<file path="src/rtl/apb_mon_pkg.sv">
// Shared types for the passive APB4 protocol monitor.
package apb_mon_pkg;

   typedef enum logic [1:0] {
      IDLE  = 2'd0,
      SETUP = 2'd1,
      WAIT  = 2'd2
   } state_t;

   localparam int NUM_ERR             = 7;
   localparam int ERR_MULTI_SEL       = 0;
   localparam int ERR_ENABLE_NO_SETUP = 1;
   localparam int ERR_SETUP_NO_ENABLE = 2;
   localparam int ERR_UNSTABLE        = 3;
   localparam int ERR_TIMEOUT         = 4;
   localparam int ERR_PSEL_DROP       = 5;
   localparam int ERR_STRB_ON_READ    = 6;

   typedef logic [2:0] err_code_t;

   function automatic err_code_t lowest_err(input logic [NUM_ERR-1:0] v);
      err_code_t c;
      c = '0;
      for (int i = NUM_ERR - 1; i >= 0; i--) begin
         if (v[i]) c = err_code_t'(i);
      end
      return c;
   endfunction

endpackage

</file>
<file path="src/rtl/apb_sat_counter.sv">
// Saturating up-counter with synchronous active-low reset and clear.
module apb_sat_counter #(
   parameter int WIDTH = 16
) (
   input  logic             i_clk,
   input  logic             i_rst_n,
   input  logic             i_clr,
   input  logic             i_inc,
   output logic [WIDTH-1:0] o_cnt
);

   logic [WIDTH-1:0] r_cnt;

   always_ff @(posedge i_clk) begin
      if (!i_rst_n || i_clr) begin
         r_cnt <= '0;
      end else if (i_inc && (r_cnt != '1)) begin
         r_cnt <= r_cnt + 1'b1;
      end
   end

   assign o_cnt = r_cnt;

endmodule

</file>
<file path="src/rtl/apb_protocol_monitor.sv">
// Passive APB4 protocol monitor: violation flags/codes and traffic counters.
// Define APB_MON_LATENCY_EN to add the max_wait output.
module apb_protocol_monitor
   import apb_mon_pkg::*;
#(
   parameter int DATA_WIDTH     = 32,
   parameter int ADDR_WIDTH     = 32,
   parameter int NUM_SLAVES     = 1,
   parameter int TIMEOUT_CYCLES = 16,
   parameter int CNT_WIDTH      = 16
) (
   input  logic                    PCLK,
   input  logic                    PRESETn,
   input  logic [NUM_SLAVES-1:0]   PSEL,
   input  logic [ADDR_WIDTH-1:0]   PADDR,
   input  logic                    PWRITE,
   input  logic [DATA_WIDTH/8-1:0] PSTRB,
   input  logic [DATA_WIDTH-1:0]   PWDATA,
   input  logic                    PENABLE,
   input  logic [DATA_WIDTH-1:0]   PRDATA,
   input  logic                    PREADY,
   input  logic                    PSLVERR,
   input  logic                    err_clear,
   output logic                    err_valid,
   output logic [2:0]              err_code,
   output logic [NUM_ERR-1:0]      err_flags,
   output logic                    xfer_done,
   output logic                    busy,
   output logic [CNT_WIDTH-1:0]    wr_cnt,
   output logic [CNT_WIDTH-1:0]    rd_cnt,
   output logic [CNT_WIDTH-1:0]    slverr_cnt
`ifdef APB_MON_LATENCY_EN
   ,
   output logic [$clog2(TIMEOUT_CYCLES+1)-1:0] max_wait
`endif
);

   localparam int SW  = DATA_WIDTH / 8;
   localparam int WCW = $clog2(TIMEOUT_CYCLES + 1);

   state_t                r_state;
   logic [WCW-1:0]        r_wait;
   logic [NUM_SLAVES-1:0] r_psel;
   logic [ADDR_WIDTH-1:0] r_paddr;
   logic                  r_pwrite;
   logic [SW-1:0]         r_pstrb;
   logic [DATA_WIDTH-1:0] r_pwdata;
   logic                  r_err_valid;
   err_code_t             r_err_code;
   logic [NUM_ERR-1:0]    r_err_flags;
   logic                  r_xfer_done;

   state_t                w_next;
   logic [WCW-1:0]        w_wait_nx;
   logic [WCW-1:0]        w_wait_inc;
   logic [NUM_ERR-1:0]    w_err;
   logic                  w_sel;
   logic                  w_setup;
   logic                  w_access;
   logic                  w_mismatch;
   logic                  w_cap;
   logic                  w_done;
   logic                  w_unused;

   assign w_sel      = |PSEL;
   assign w_setup    = w_sel & ~PENABLE;
   assign w_access   = w_sel & PENABLE;
   assign w_wait_inc = r_wait + 1'b1;
   assign w_unused   = ^PRDATA;

   assign w_mismatch = (PSEL   != r_psel)   | (PADDR  != r_paddr) |
                       (PWRITE != r_pwrite) | (PSTRB  != r_pstrb) |
                       (PWDATA != r_pwdata);

   always_comb begin
      w_next    = r_state;
      w_wait_nx = r_wait;
      w_err     = '0;
      w_cap     = 1'b0;
      w_done    = 1'b0;
      w_err[ERR_MULTI_SEL] = ($countones(PSEL) > 1);
      unique case (r_state)
         IDLE: begin
            w_wait_nx = '0;
            if (w_setup) begin
               w_next = SETUP;
               w_cap  = 1'b1;
               w_err[ERR_STRB_ON_READ] = ~PWRITE & (|PSTRB);
            end else begin
               w_next = IDLE;
               w_err[ERR_ENABLE_NO_SETUP] = w_access;
            end
         end
         SETUP: begin
            if (w_access) begin
               w_err[ERR_UNSTABLE] = w_mismatch;
               if (PREADY) begin
                  w_done    = 1'b1;
                  w_next    = IDLE;
                  w_wait_nx = '0;
               end else if (TIMEOUT_CYCLES == 1) begin
                  w_err[ERR_TIMEOUT] = 1'b1;
                  w_next    = IDLE;
                  w_wait_nx = '0;
               end else begin
                  w_next    = WAIT;
                  w_wait_nx = WCW'(1);
               end
            end else begin
               // Missing access phase: treat this cycle as a fresh IDLE sample.
               w_err[ERR_SETUP_NO_ENABLE] = 1'b1;
               w_wait_nx = '0;
               if (w_setup) begin
                  w_next = SETUP;
                  w_cap  = 1'b1;
                  w_err[ERR_STRB_ON_READ] = ~PWRITE & (|PSTRB);
               end else begin
                  w_next = IDLE;
               end
            end
         end
         WAIT: begin
            if (!w_access) begin
               w_err[ERR_PSEL_DROP] = 1'b1;
               w_next    = IDLE;
               w_wait_nx = '0;
            end else begin
               w_err[ERR_UNSTABLE] = w_mismatch;
               if (PREADY) begin
                  w_done    = 1'b1;
                  w_next    = IDLE;
                  w_wait_nx = '0;
               end else if (w_wait_inc == WCW'(TIMEOUT_CYCLES)) begin
                  w_err[ERR_TIMEOUT] = 1'b1;
                  w_next    = IDLE;
                  w_wait_nx = '0;
               end else begin
                  w_next    = WAIT;
                  w_wait_nx = w_wait_inc;
               end
            end
         end
         default: begin
            w_next    = IDLE;
            w_wait_nx = '0;
         end
      endcase
   end

   always_ff @(posedge PCLK) begin
      if (!PRESETn) begin
         r_state     <= IDLE;
         r_wait      <= '0;
         r_psel      <= '0;
         r_paddr     <= '0;
         r_pwrite    <= 1'b0;
         r_pstrb     <= '0;
         r_pwdata    <= '0;
         r_err_valid <= 1'b0;
         r_err_code  <= '0;
         r_err_flags <= '0;
         r_xfer_done <= 1'b0;
      end else begin
         r_state     <= w_next;
         r_wait      <= w_wait_nx;
         r_err_valid <= |w_err;
         r_xfer_done <= w_done;
         r_err_flags <= (err_clear ? '0 : r_err_flags) | w_err;
         if (|w_err) r_err_code <= lowest_err(w_err);
         if (w_cap) begin
            r_psel   <= PSEL;
            r_paddr  <= PADDR;
            r_pwrite <= PWRITE;
            r_pstrb  <= PSTRB;
            r_pwdata <= PWDATA;
         end
      end
   end

   assign err_valid = r_err_valid;
   assign err_code  = r_err_code;
   assign err_flags = r_err_flags;
   assign xfer_done = r_xfer_done;
   assign busy      = (r_state != IDLE);

   apb_sat_counter #(.WIDTH(CNT_WIDTH)) u_wr_cnt (
      .i_clk   (PCLK),
      .i_rst_n (PRESETn),
      .i_clr   (1'b0),
      .i_inc   (w_done & r_pwrite),
      .o_cnt   (wr_cnt)
   );

   apb_sat_counter #(.WIDTH(CNT_WIDTH)) u_rd_cnt (
      .i_clk   (PCLK),
      .i_rst_n (PRESETn),
      .i_clr   (1'b0),
      .i_inc   (w_done & ~r_pwrite),
      .o_cnt   (rd_cnt)
   );

   apb_sat_counter #(.WIDTH(CNT_WIDTH)) u_slverr_cnt (
      .i_clk   (PCLK),
      .i_rst_n (PRESETn),
      .i_clr   (1'b0),
      .i_inc   (w_done & PSLVERR),
      .o_cnt   (slverr_cnt)
   );

`ifdef APB_MON_LATENCY_EN
   logic [WCW-1:0] r_max_wait;
   logic [WCW-1:0] w_done_wait;

   // A transfer finishing straight out of SETUP had no wait states.
   assign w_done_wait = (r_state == WAIT) ? r_wait : '0;

   always_ff @(posedge PCLK) begin
      if (!PRESETn) begin
         r_max_wait <= '0;
      end else if (w_done && (w_done_wait > r_max_wait)) begin
         r_max_wait <= w_done_wait;
      end
   end

   assign max_wait = r_max_wait;
`endif

endmodule

</file>
<file path="config.mk">
export PLATFORM = sky130hd
export DESIGN_NAME = apb_protocol_monitor
export DESIGN_NICKNAME = d
export VERILOG_FILES = /design/src/rtl/apb_mon_pkg.sv /design/src/rtl/apb_sat_counter.sv /design/src/rtl/apb_protocol_monitor.sv
export SDC_FILE = /design/constraint.sdc
export NUM_CORES = 1
export LEC_CHECK = 0
export CAP_MARGIN = 0
export CORE_MARGIN = 2
export CORE_UTILIZATION = 45
export CTS_CLUSTER_SIZE = 40
export DETAILED_ROUTE_END_ITERATION = 6
export PLACE_DENSITY = 0.75
export SLEW_MARGIN = 20
export SYNTH_ARGS = -nofsm -noshare
export SYNTH_HDL_FRONTEND = slang
export SYNTH_SLANG_ARGS = --single-unit
</file>
<file path="constraint.sdc">
create_clock -name PCLK -period 3.4 [get_ports PCLK]
set_clock_uncertainty 0.15 [all_clocks]
set_input_delay 0.68 -clock PCLK [delete_from_list [all_inputs] [get_ports PCLK]]
set_output_delay 0.68 -clock PCLK [all_outputs]
set_load 0.1 [all_outputs]
</file>
==> run_1/class_map.png <==
The bar under the picture is 20 microns long.
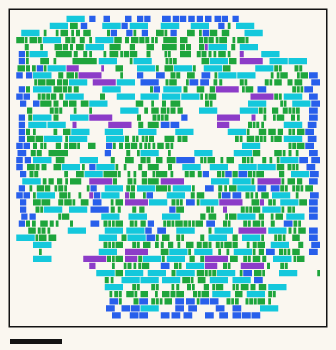
cyan -> registers  # cells 136, share of their area 34%
green -> remaining logic cells  # cells 587, share of their area 43%
purple -> clock drivers and dummy loads  # cells 32, share of their area 7.1%
blue -> remaining buffers and delay cells  # cells 141, share of their area 16%

==> run_1/sizing.png <==
The bar under the picture is 20 microns long.
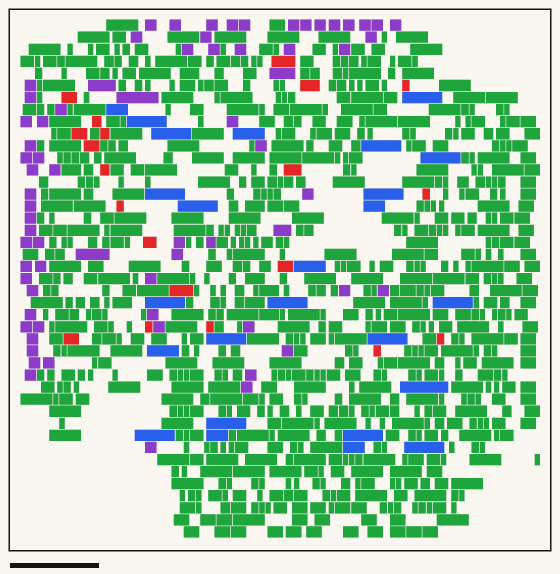
red -> x2  # cells 20
green -> x1 and smaller  # cells 781
purple -> x3 and x4  # cells 70
blue -> x6 and larger  # cells 25

==> run_results.csv, run 1 <==
group,metric,value,unit
final_layout,nFillCells,1261,
final_layout,n_all_inverters,18,
timing,slew_violations,0,
timing,worstMarginPinSlew,0.813,ns
min_path,hold_start,"r_pwdata[9]$_SDFFE_PN0P_",
place,dp_hpwl,10100,microns
drt,wl_met3,985,microns
critical_path,r2r-start,"u_wr_cnt.o_cnt[0]$_SDFFE_PN0P_",
final_layout,antenna_cells,0,
final_layout,drive_above_1_share,0.128,
cts,cts_sinks,136,
pwr,swShare,0.235,
status,status,"finished, final reports clean",
final_layout,largestRegisters,"r_paddr (32), r_pwdata (32)",
final_layout,layout_top_cells,"165 x nand2_1, 136 x dfxtp_1, 85 x a21oi_1",
final_layout,syn2layout_area_growth,31.0,%
drt,route.met2.wl,6690,microns
synth,ys_sh_simple,0.255,
global_route,overflow,0,
synth,ys_sh_aoi,0.106,
synth,netlist_area,6240,sq um
cts,max-clock-path-buffers,2,
timing,min_period,2.34,ns
global_route,antenna_found_initial,0,
synth,synth-xor-area-share,0.149,
drt,finalWirelength,14600,microns
final_layout,comb_share,0.405,
floorplan,die-area,14800,sq um
critical_path,cp_num_cells,6,
pwr,p_int,0.00289,W
==> run_1/ff_map.png <==
The bar under the picture is 20 microns long.
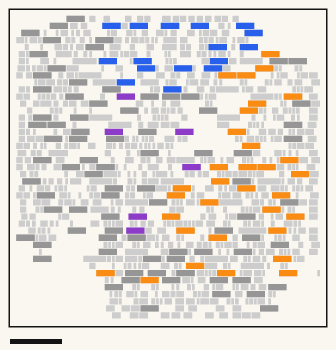
blue -> `u_slverr_cnt.o_cnt`  # sequential cells 16, where north
purple -> `err_flags`  # sequential cells 6, where center
orange -> `r_pwdata`  # sequential cells 32
not colored = 82

-- run 1: per-stage QoR --
| stage | hold slack [ns] | power, W | utilization | cells | cell area, sq um |
|---|---|---|---|---|---|
| CTS | 0.314 | 0.00381 | 0.596 | 1076 | 8170 |
| floorplan | 0.286 | 0.00192 | - | 756 | 6240 |
| detailed placement | 0.298 | 0.00208 | 0.555 | 1044 | 7610 |
| global route | 0.331 | 0.00392 | 0.596 | 1076 | 8170 |
| finish | 0.314 | 0.00378 | 0.596 | 1076 | 8170 |
| global placement | 0.294 | 0.00208 | 0.555 | 1044 | 7610 |
--- run 2 (diff from run 1) ---
--- a/config.mk
+++ b/config.mk
@@ -7,10 +7,10 @@
 export LEC_CHECK = 0
 export CAP_MARGIN = 0
 export CORE_MARGIN = 2
-export CORE_UTILIZATION = 45
+export CORE_UTILIZATION = 44
 export CTS_CLUSTER_SIZE = 40
 export DETAILED_ROUTE_END_ITERATION = 6
-export PLACE_DENSITY = 0.75
+export PLACE_DENSITY = 0.77
 export SLEW_MARGIN = 20
 export SYNTH_ARGS = -nofsm -noshare
 export SYNTH_HDL_FRONTEND = slang
==> constraint.sdc (replaced) <==
create_clock -name PCLK -period 2 [get_ports PCLK]
set_clock_uncertainty 0.15 [all_clocks]
set_input_delay 0.4 -clock PCLK [delete_from_list [all_inputs] [get_ports PCLK]]
set_output_delay 0.4 -clock PCLK [all_outputs]
set_load 0.1 [all_outputs]
==> run 2 against run 1 <==
The run now ends with negative setup slack left; via count up 8.7%; power up 73%; flip-flop count unchanged; largest cell class unchanged; count of clock-buffer cells in the layout up 2.
==> run_results.csv, run 2 <==
group,metric,value,unit
final_layout,largestRegisters,"r_paddr (32), r_pwdata (32)",
final_layout,drive_above_1_share,0.276,
timing,fin_hold_ws,0.138,ns
pwr,total_power,0.00653,W
drt,route.met2.wl,8250,microns
critical_path,cp_num_cells,9,
pwr,swShare,0.237,
timing,setup_viol,15,
timing,slew_violations,0,
min_path,hold_start,"PADDR[1]",
final_layout,n_all_inverters,18,
status,status,"finished, violations left",
timing,setup_ws,-0.104,ns
drt,vias_per_cell,5.22,
cts,cts_sinks,136,
place,placed_cells,1090,
status,violations,"negative setup slack",
pwr,p_int,0.00498,W
run,warnings,64,
critical_path,r2r-start,"r_state[0]$_SDFF_PN0_",
floorplan,die-area,15100,sq um
drt,finalWirelength,16500,microns
final_layout,final_cells,1140,
final_layout,syn2layout_area_growth,59.6,%
final_layout,comb_share,0.364,
cts,max-clock-path-buffers,2,
final_layout,layout_top_cells,"164 x nand2_1, 86 x dfxtp_1, 82 x a21oi_1",
drt,wl_met3,978,microns
global_route,overflow,0,
synth,netlist_area,6240,sq um
floorplan,dieHeight,123,microns
-- run 2: power by group through the flow --
stage	registers, W	clock network, W	logic, W
3_3_place_gp	0.00285	0	0.000703
2_1_floorplan	0.00290	0	0.000316
3_5_place_dp	0.00285	0	0.000713
5_1_grt	0.00280	0.00317	0.000791
4_1_cts	0.00279	0.00304	0.000721
6_report	0.00279	0.00300	0.000731
-- run 2: logic make-up (layout without fill, tap and decap cells) --
kind of cell,count (synthesis),after routing,share of synthesized area
AND-OR/OR-AND,111,112,0.106
XOR/XNOR,106,106,0.149
adder cells (fa/ha/maj),8,8,0.0160
buffers and inverters,51,254,0.0327
flip-flops,136,136,0.436
multiplexers,3,3,0.00501
other,1,1,0.000601
AND/OR/NAND/NOR,340,340,0.255
==> run_2/gates.png <==
The bar under the picture is 20 microns long.
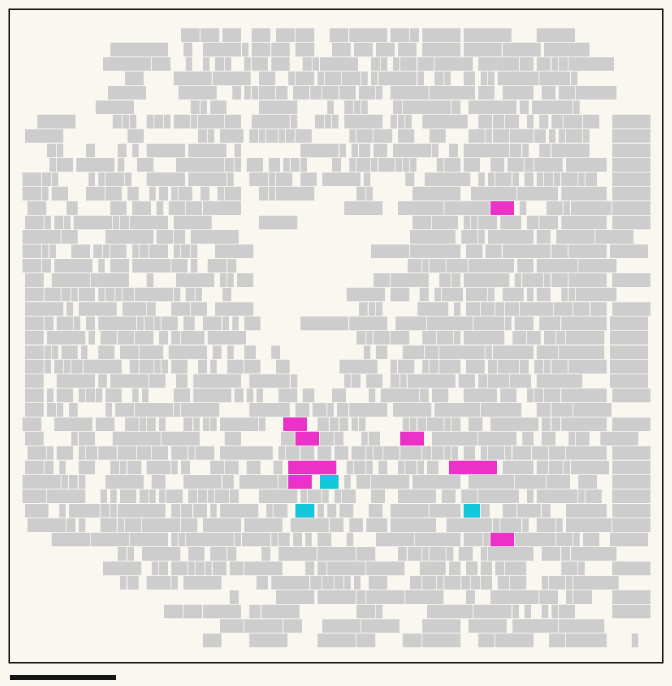
magenta -> fa/ha/maj cells  # cells 8
cyan -> non-inverting ao/oa cells  # cells 3

==> run_2/congestion_map.png <==
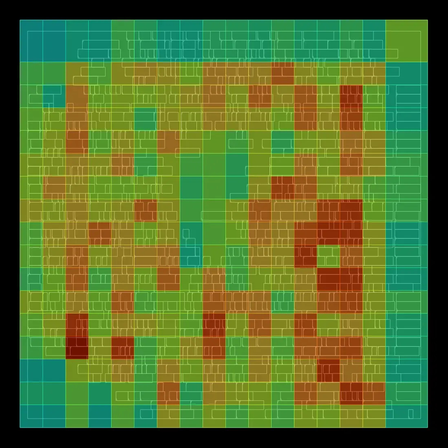
met1 Use GR: 0.268
met3 Resource Use GR: 0.0627
final core utilization: 0.717
GRT Util Overall: 0.217
busiest grt layer: met2

==> run_2/sizing.png <==
The bar under the picture is 20 microns long.
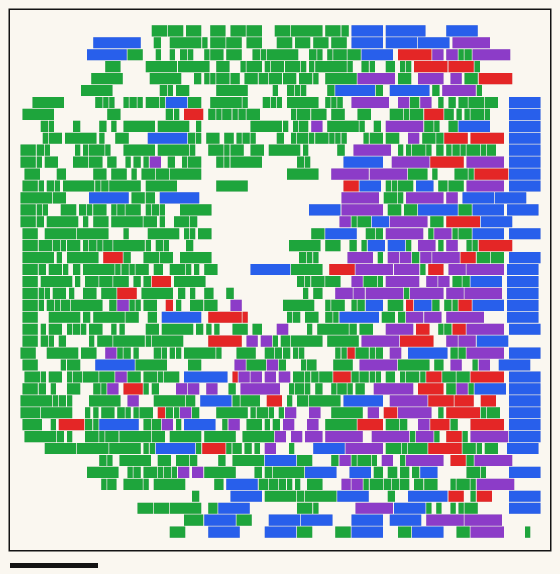
blue -> x6 and larger  # cells 96
red -> x2  # cells 52
purple -> x3 and x4  # cells 117
green -> x1 and smaller  # cells 695

--- run 3 (diff from run 2) ---
--- a/config.mk
+++ b/config.mk
@@ -6,6 +6,7 @@
 export NUM_CORES = 1
 export LEC_CHECK = 0
 export CAP_MARGIN = 0
+export CORE_ASPECT_RATIO = 0.5
 export CORE_MARGIN = 2
 export CORE_UTILIZATION = 44
 export CTS_CLUSTER_SIZE = 40
==> run 3 against run 2 <==
The run still ends with negative setup slack left; flip-flop count stayed put; sequential share of layout area down 0.29 points; final area grew 1.0%; synthesized cell count unchanged; clock power is 18% higher; critical path depth unchanged; sequential power about the same; count of clock-buffer cells in the layout is 2 lower; via count up 0.49%; critical path type unchanged; largest power group unchanged.
==> run_results.csv, run 3 <==
group,metric,value,unit
synth,ys_sh_simple,0.255,
final_layout,final_cells,1154,
pwr,swShare,0.235,
drt,vias_per_cell,5.18,
final_layout,largestRegisters,"r_paddr (32), r_pwdata (32)",
floorplan,die-area,15200,sq um
pwr,p_int,0.00543,W
pwr,top_power_group,"the clock network",
synth,synth-xor-area-share,0.149,
run,warnings,64,
critical_path,r2r-start,"r_state[1]$_SDFF_PN0_",
global_route,grt_use_met1,0.291,
drt,wl_met3,595,microns
synth,synthAdderAreaFrac,0.0160,
timing,setup_ws,-0.0877,ns
global_route,overflow,0,
final_layout,layout_top_cells,"161 x nand2_1, 86 x dfxtp_1, 84 x a21oi_1",
critical_path,cp_num_cells,9,
cts,max-clock-path-buffers,2,
status,status,"finished, violations left",
drt,route.met2.wl,9280,microns
timing,worstMarginPinSlew,0.683,ns
timing,slew_violations,0,
place,dp_hpwl,12000,microns
timing,min_period,2.09,ns
final_layout,antenna_cells,0,
final_layout,n_all_inverters,18,
status,violations,"negative setup slack",
synth,synth.area.mux_share,0.00501,
final_layout,syn2layout_area_growth,61.2,%
synth,ys_sh_aoi,0.106,
final_layout,nFillCells,934,
timing,setup_viol,14,
pwr,clk-power,0.00353,W
[run 3: through the flow]
stage / utilization / instance area [sq um] / setup WS [ns] / total power (W)
floorplan: - / 6420 / -0.00390 / 0.00321
global placement: 0.657 / 9000 / -0.425 / 0.00356
CTS: 0.713 / 9760 / -0.0212 / 0.00708
finish: 0.734 / 10100 / -0.0877 / 0.00710
detailed placement: 0.657 / 9000 / -0.494 / 0.00357
global route: 0.734 / 10100 / -0.144 / 0.00732
[run 3: what timing repair did]
item | 4_1_cts | 5_1_grt
setup buffers | 3 | 9
pin swaps | 4 | 25
gates cloned | 2 | 1
gates resized | 13 | 45
endpoints found under the setup margin | 77 | 47
==> run_3/sizing.png <==
The bar under the picture is 50 microns long.
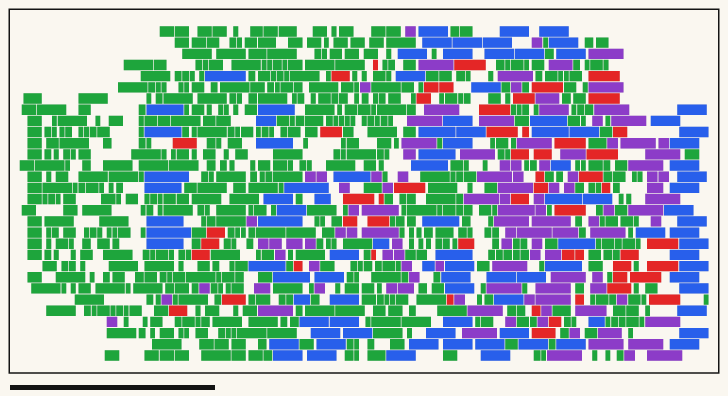
green -> x1 and smaller  # cells 694
blue -> x6 and larger  # cells 99
purple -> x3 and x4  # cells 115
red -> x2  # cells 54

==> run_3/class_map.png <==
The bar under the picture is 50 microns long.
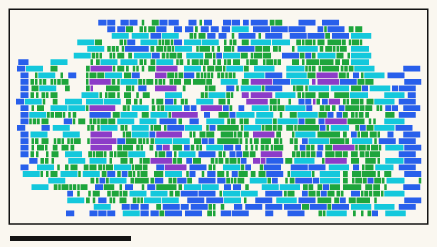
cyan -> registers  # cells 136, share of their area 29%
green -> remaining logic cells  # cells 588, share of their area 37%
purple -> clock drivers and dummy loads  # cells 32, share of their area 6.8%
blue -> remaining buffers and delay cells  # cells 206, share of their area 27%

==> run_3/ff_map.png <==
The bar under the picture is 50 microns long.
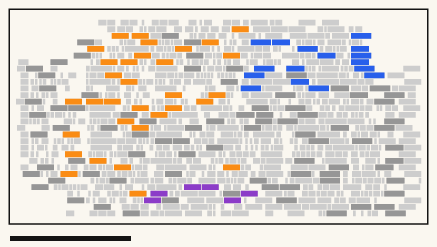
Seq power: 0.00280 W
final core utilization: 0.734
Reg area: 2870 sq um
fraction of area in registers: 0.286

Power and IR drop assume default switching activity.
